<file path="config.mk">
export PLATFORM = sky130hd
export DESIGN_NAME = dla_reset_sequencer
export DESIGN_NICKNAME = d
export VERILOG_FILES = /design/src/rtl/dla_reset_sequencer_pkg.sv /design/src/rtl/dla_clock_cross_half_sync.sv /design/src/rtl/dla_reset_sequencer.sv
export SDC_FILE = /design/constraint.sdc
export NUM_CORES = 1
export LEC_CHECK = 0
export ABC_AREA = 1
export CORE_UTILIZATION = 35
export DETAILED_ROUTE_END_ITERATION = 16
export PLACE_DENSITY = 0.5
export SETUP_SLACK_MARGIN = 0.02
export SYNTH_ARGS = -nofsm -noshare
export SYNTH_HDL_FRONTEND = slang
export SYNTH_HIERARCHICAL = 1
export SYNTH_SLANG_ARGS = --single-unit
</file>
<file path="constraint.sdc">
create_clock -name clk -period 2.6 [get_ports clk]
set_input_delay 0.52 -clock clk [delete_from_list [all_inputs] [get_ports clk]]
set_output_delay 0.52 -clock clk [all_outputs]
set_load 0.02 [all_outputs]
</file>
<file path="src/rtl/dla_reset_sequencer_pkg.sv">
// Shared types and sizing helpers for the downstream reset handshake sequencer.
package dla_reset_sequencer_pkg;

  typedef enum logic [1:0] {
    IDLE     = 2'd0,
    ASSERT   = 2'd1,
    WAIT_IN  = 2'd2,
    WAIT_OUT = 2'd3
  } seq_state_e;

  // One counter serves both the assert hold and the wait timeouts.
  function automatic int cnt_width(input int min_assert, input int timeout);
    int m;
    m = (min_assert > timeout) ? min_assert : timeout;
    return $clog2(m + 1);
  endfunction

endpackage

</file>
<file path="src/rtl/dla_clock_cross_half_sync.sv">
// Multi-flop synchronizer bringing one asynchronous bit into the destination clock domain.
module dla_clock_cross_half_sync #(
  parameter int STAGES = 2
) (
  input  logic clk,
  input  logic i_dst_async_resetn,
  input  logic i_async_data,
  output logic o_sync_data
);

  logic [STAGES-1:0] sync_q;

  always_ff @(posedge clk or negedge i_dst_async_resetn) begin
    if (!i_dst_async_resetn) sync_q <= '0;
    else                     sync_q <= {sync_q[STAGES-2:0], i_async_data};
  end

  assign o_sync_data = sync_q[STAGES-1];

endmodule

</file>
<file path="src/rtl/dla_reset_sequencer.sv">
// Drives the downstream reset and checks that every domain enters and leaves reset.
module dla_reset_sequencer
  import dla_reset_sequencer_pkg::*;
#(
  parameter int NUM_DOMAINS       = 1,
  parameter int MIN_ASSERT_CYCLES = 16,
  parameter int TIMEOUT_CYCLES    = 4096
) (
  input  logic                   clk,
  input  logic                   i_sreset,
  input  logic                   i_reset_req,
  output logic                   o_async_resetn,
  input  logic [NUM_DOMAINS-1:0] i_async_ack_resetn,
  output logic                   o_busy,
  output logic                   o_done,
  output logic                   o_timeout
);

  localparam int CW = cnt_width(MIN_ASSERT_CYCLES, TIMEOUT_CYCLES);
  localparam logic [CW-1:0] MIN_C   = CW'(MIN_ASSERT_CYCLES);
  localparam logic [CW-1:0] TO_C    = CW'(TIMEOUT_CYCLES);
  localparam logic [CW-1:0] CNT_MAX = '1;

  if (NUM_DOMAINS < 1)       begin : g_bad_nd  $error("NUM_DOMAINS must be >= 1");       end
  if (MIN_ASSERT_CYCLES < 1) begin : g_bad_min $error("MIN_ASSERT_CYCLES must be >= 1"); end

  logic [NUM_DOMAINS-1:0] ack_sync;

  for (genvar d = 0; d < NUM_DOMAINS; d++) begin : g_ack_sync
    dla_clock_cross_half_sync u_sync (
      .clk                (clk),
      .i_dst_async_resetn (1'b1),
      .i_async_data       (i_async_ack_resetn[d]),
      .o_sync_data        (ack_sync[d])
    );
  end

  seq_state_e    state_q;
  logic [CW-1:0] cnt_q;
  logic [CW-1:0] cnt_d;
  logic          pend_q, resetn_q, busy_q, done_q, timeout_q;
  logic          ack_lo, ack_hi, to_hit;

  always_comb begin
    cnt_d  = (cnt_q == CNT_MAX) ? cnt_q : cnt_q + CW'(1);
    ack_lo = ~|ack_sync;
    ack_hi = &ack_sync;
    to_hit = (TIMEOUT_CYCLES != 0) && (cnt_d == TO_C);
  end

  always_ff @(posedge clk) begin
    if (i_sreset) begin
      state_q   <= ASSERT;
      cnt_q     <= '0;
      pend_q    <= 1'b0;
      resetn_q  <= 1'b0;
      busy_q    <= 1'b1;
      done_q    <= 1'b0;
      timeout_q <= 1'b0;
    end else begin
      done_q <= 1'b0;
      // Requests while busy fold into one extra sequence.
      if (i_reset_req && state_q != IDLE) pend_q <= 1'b1;
      case (state_q)
        IDLE: begin
          if (i_reset_req || pend_q) begin
            state_q   <= ASSERT;
            cnt_q     <= '0;
            pend_q    <= 1'b0;
            timeout_q <= 1'b0;
            resetn_q  <= 1'b0;
            busy_q    <= 1'b1;
          end
        end
        ASSERT: begin
          if (cnt_d == MIN_C) begin
            state_q <= WAIT_IN;
            cnt_q   <= '0;
          end else begin
            cnt_q <= cnt_d;
          end
        end
        WAIT_IN: begin
          if (ack_lo || to_hit) begin
            state_q  <= WAIT_OUT;
            cnt_q    <= '0;
            resetn_q <= 1'b1;
            if (!ack_lo) timeout_q <= 1'b1;
          end else begin
            cnt_q <= cnt_d;
          end
        end
        WAIT_OUT: begin
          if (ack_hi || to_hit) begin
            state_q <= IDLE;
            cnt_q   <= '0;
            busy_q  <= 1'b0;
            done_q  <= 1'b1;
            if (!ack_hi) timeout_q <= 1'b1;
          end else begin
            cnt_q <= cnt_d;
          end
        end
        default: begin
          state_q <= ASSERT;
          cnt_q   <= '0;
        end
      endcase
    end
  end

  assign o_async_resetn = resetn_q;
  assign o_busy         = busy_q;
  assign o_done         = done_q;
  assign o_timeout      = timeout_q;

endmodule

</file>
placement_by_type.png
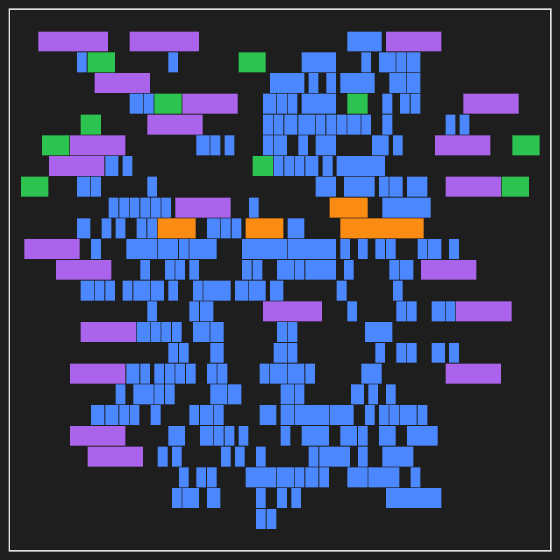
legend:
  combinational and other logic:
    color: blue
    cells: 225
    share_of_their_area: 66%
  flops:
    color: purple
    cells: 22
    share_of_their_area: 25%
  other buffers and delay cells:
    color: green
    cells: 10
    share_of_their_area: 5.2%
  clock drivers and dummy loads:
    color: orange
    cells: 4
    share_of_their_area: 4.0%

cell_density.png
Bar = 20 µm. The die is cut into 7 by 7 equal tiles; dark blue is low, red is high, 0 to 100% covered.
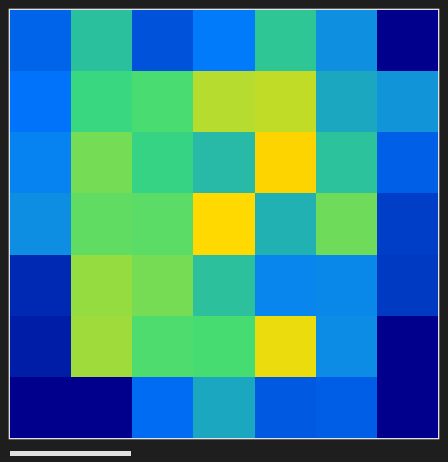
densest ninth of the die: center
fullest tile: 76%
mean over tiles: 36%
tiles over 75% full: 4.1%

metal_density.png
Bar = 20 µm. The die is cut into 14 by 14 equal tiles; dark blue is low, red is high, scaled to the fullest tile. Values are wire area over tile area, all layers added.
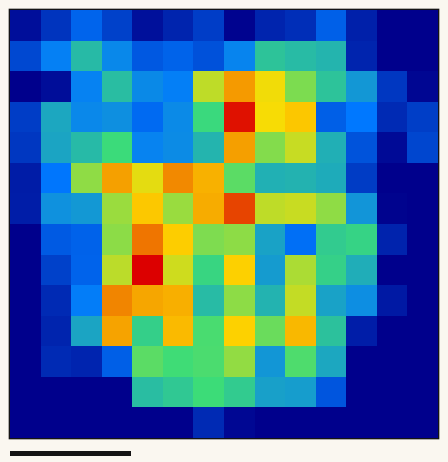
densest ninth of the die: center
mean over tiles: 0.12
nearly empty tiles: 23%
fullest tile: 0.37
tiles over half the peak: 26%

congestion.png
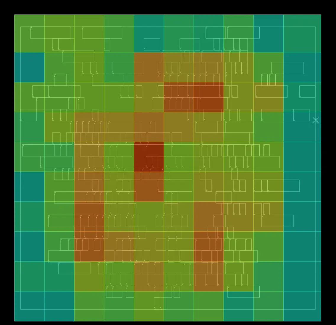
global-route met1 utilization: 23.4%
met2 Use GR: 27.2%
final design utilization: 41.8%
gr usage total: 16.7%

sizes.png
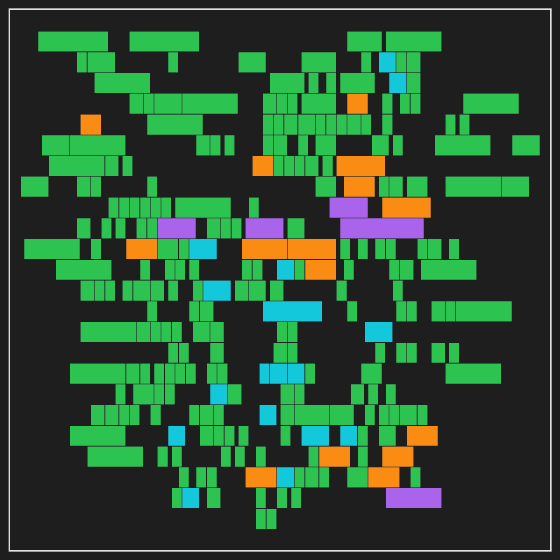
legend:
  _0 and _1 cells:
    color: green
    cells: 224
    most_used: nand2_1
  _2 cells:
    color: cyan
    cells: 17
    most_used: nor2_2
  _6 and larger:
    color: purple
    cells: 5
    most_used: clkbuf_8
  _3 and _4 cells:
    color: orange
    cells: 15
buffers outside the clock class: 10
P&R area growth vs syn: 12.3%

==> impl_report.txt <==
==== FLOW RESULTS ====
----------------------------------------------------
[Critical path]
  Worst setup path startpoint ........................ cnt_q[1]
  Origin of the critical flop-to-flop path ........................ cnt_q[1]
  Number of logic stages on the critical path including buffering ........................ 12
  CP required ........................ roughly 2.8 ns
  Crit path kind ........................ flip-flop to flip-flop
  Endpoint type of the worst setup path ........................ flip-flop
  Critical-path cell list ........................ ha_1, nand3_2, nor2_1, nand2_1, nand2_1, nand3_2, nor3_4, nand3_4, a21oi_1, nand4_1, nand2_1, nor2_1
  Depth of the most critical reg-to-reg path ........................ 12
  Worst path buffer plus inverter count ........................ 0

[Power and ir drop]
  Power dissipated in combinational cells ........................ around 0.6 mW
  Sw Share ........................ about 40%
  Clock group power ........................ 0.324 mW
  Total power per unit cell area ........................ about 730 nW/µm²
  Sequential group share of total power ........................ 33.0%
  Power spent charging and discharging nets ........................ 0.535 mW
  VDD IR-drop max ........................ 407 µV
  Post-route total power ........................ 1.36 mW
  Internal power ........................ around 0.82 mW

[Finish]
  Number of standard cells in the final layout excluding fillers ........................ roughly 310
  Share of cells above drive strength 1 ........................ between 10 and 15%
  Post-route cell area ........................ 1860 µm²
  Number of fill cells in the layout ........................ 478
  Total inserted antenna cells ........................ 0
  Net count of the finished layout ........................ about 270
  Number of multi-input combinational cells ........................ a little under 200

[Routing]
  Number of iterations in the first detailed-routing pass ........................ 11
  Routed metal-1 wire length ........................ roughly 2000 µm
  DRC violation count after routing ........................ 2
  Mean number of vias per cell ........................ roughly 4.8
  WL met2 ........................ 1720 µm
  Average detailed-routed wire length per instance ........................ approximately 12 µm

[Timing]
  Final clock skew ........................ 0.00139 ns
  Worst-case setup margin in the final layout ........................ around 0.29 ns
  Clock period minus final worst setup slack ........................ 2.31 ns

[Placed design]
  IO Port Bufs ........................ 7
  Worst Setup Slack post-DPL ........................ ~0.22 ns
  DP Cell Count ........................ roughly 310

[Die]
  Die height ........................ a little over 70 µm
  Die Wd ........................ 70.8 µm
  Chip area ........................ 5010 µm²

[Yosys]
  Cell total in the yosys stat output ........................ 252
  Syn. warnings ........................ 6
  Synthesized chip area reported by yosys ........................ ~1700 µm²
  Xor-xnor portion of the synthesized cell area ........................ less than 1%
  Portion of synthesized cell area occupied by the leading cell type ........................ 24.2%
  Number of different library cells in the post-synthesis netlist ........................ 29
  Dominant cells by area after synthesis ........................ dfxtp_1 (24%), nand2_1 (18%), a21oi_1 (6.3%)
  Number of enable flip-flop cells ........................ 0
  Top cells by instance count after synthesis ........................ nand2_1 (80), inv_1 (28), nor2_1 (26)

[Global routing]
  Via count of the first global-routing pass ........................ ~1400
  GRT overflow ........................ 0
  Largest net degree at the start of global routing ........................ 17

[Status]
  Status ........................ finished with violations
  Violations in the final reports ........................ design-rule violations

[Clocking]
  Post-CTS Hold Buffers ........................ 0
  Clock Latency Late Sink ........................ about 0.26 ns
  Post-CTS repair timing setup buffer count ........................ 0
  Number of buffers on the longest clock path ........................ 2

[Min path]
  Origin of the worst min-delay path ........................ g_ack_sync[0].u_sync/sync_q[0]
  Endpoint of the worst hold path ........................ g_ack_sync[0].u_sync/sync_q[1]

----------------------------------------------------
Power is estimated from default activity; no workload was simulated.
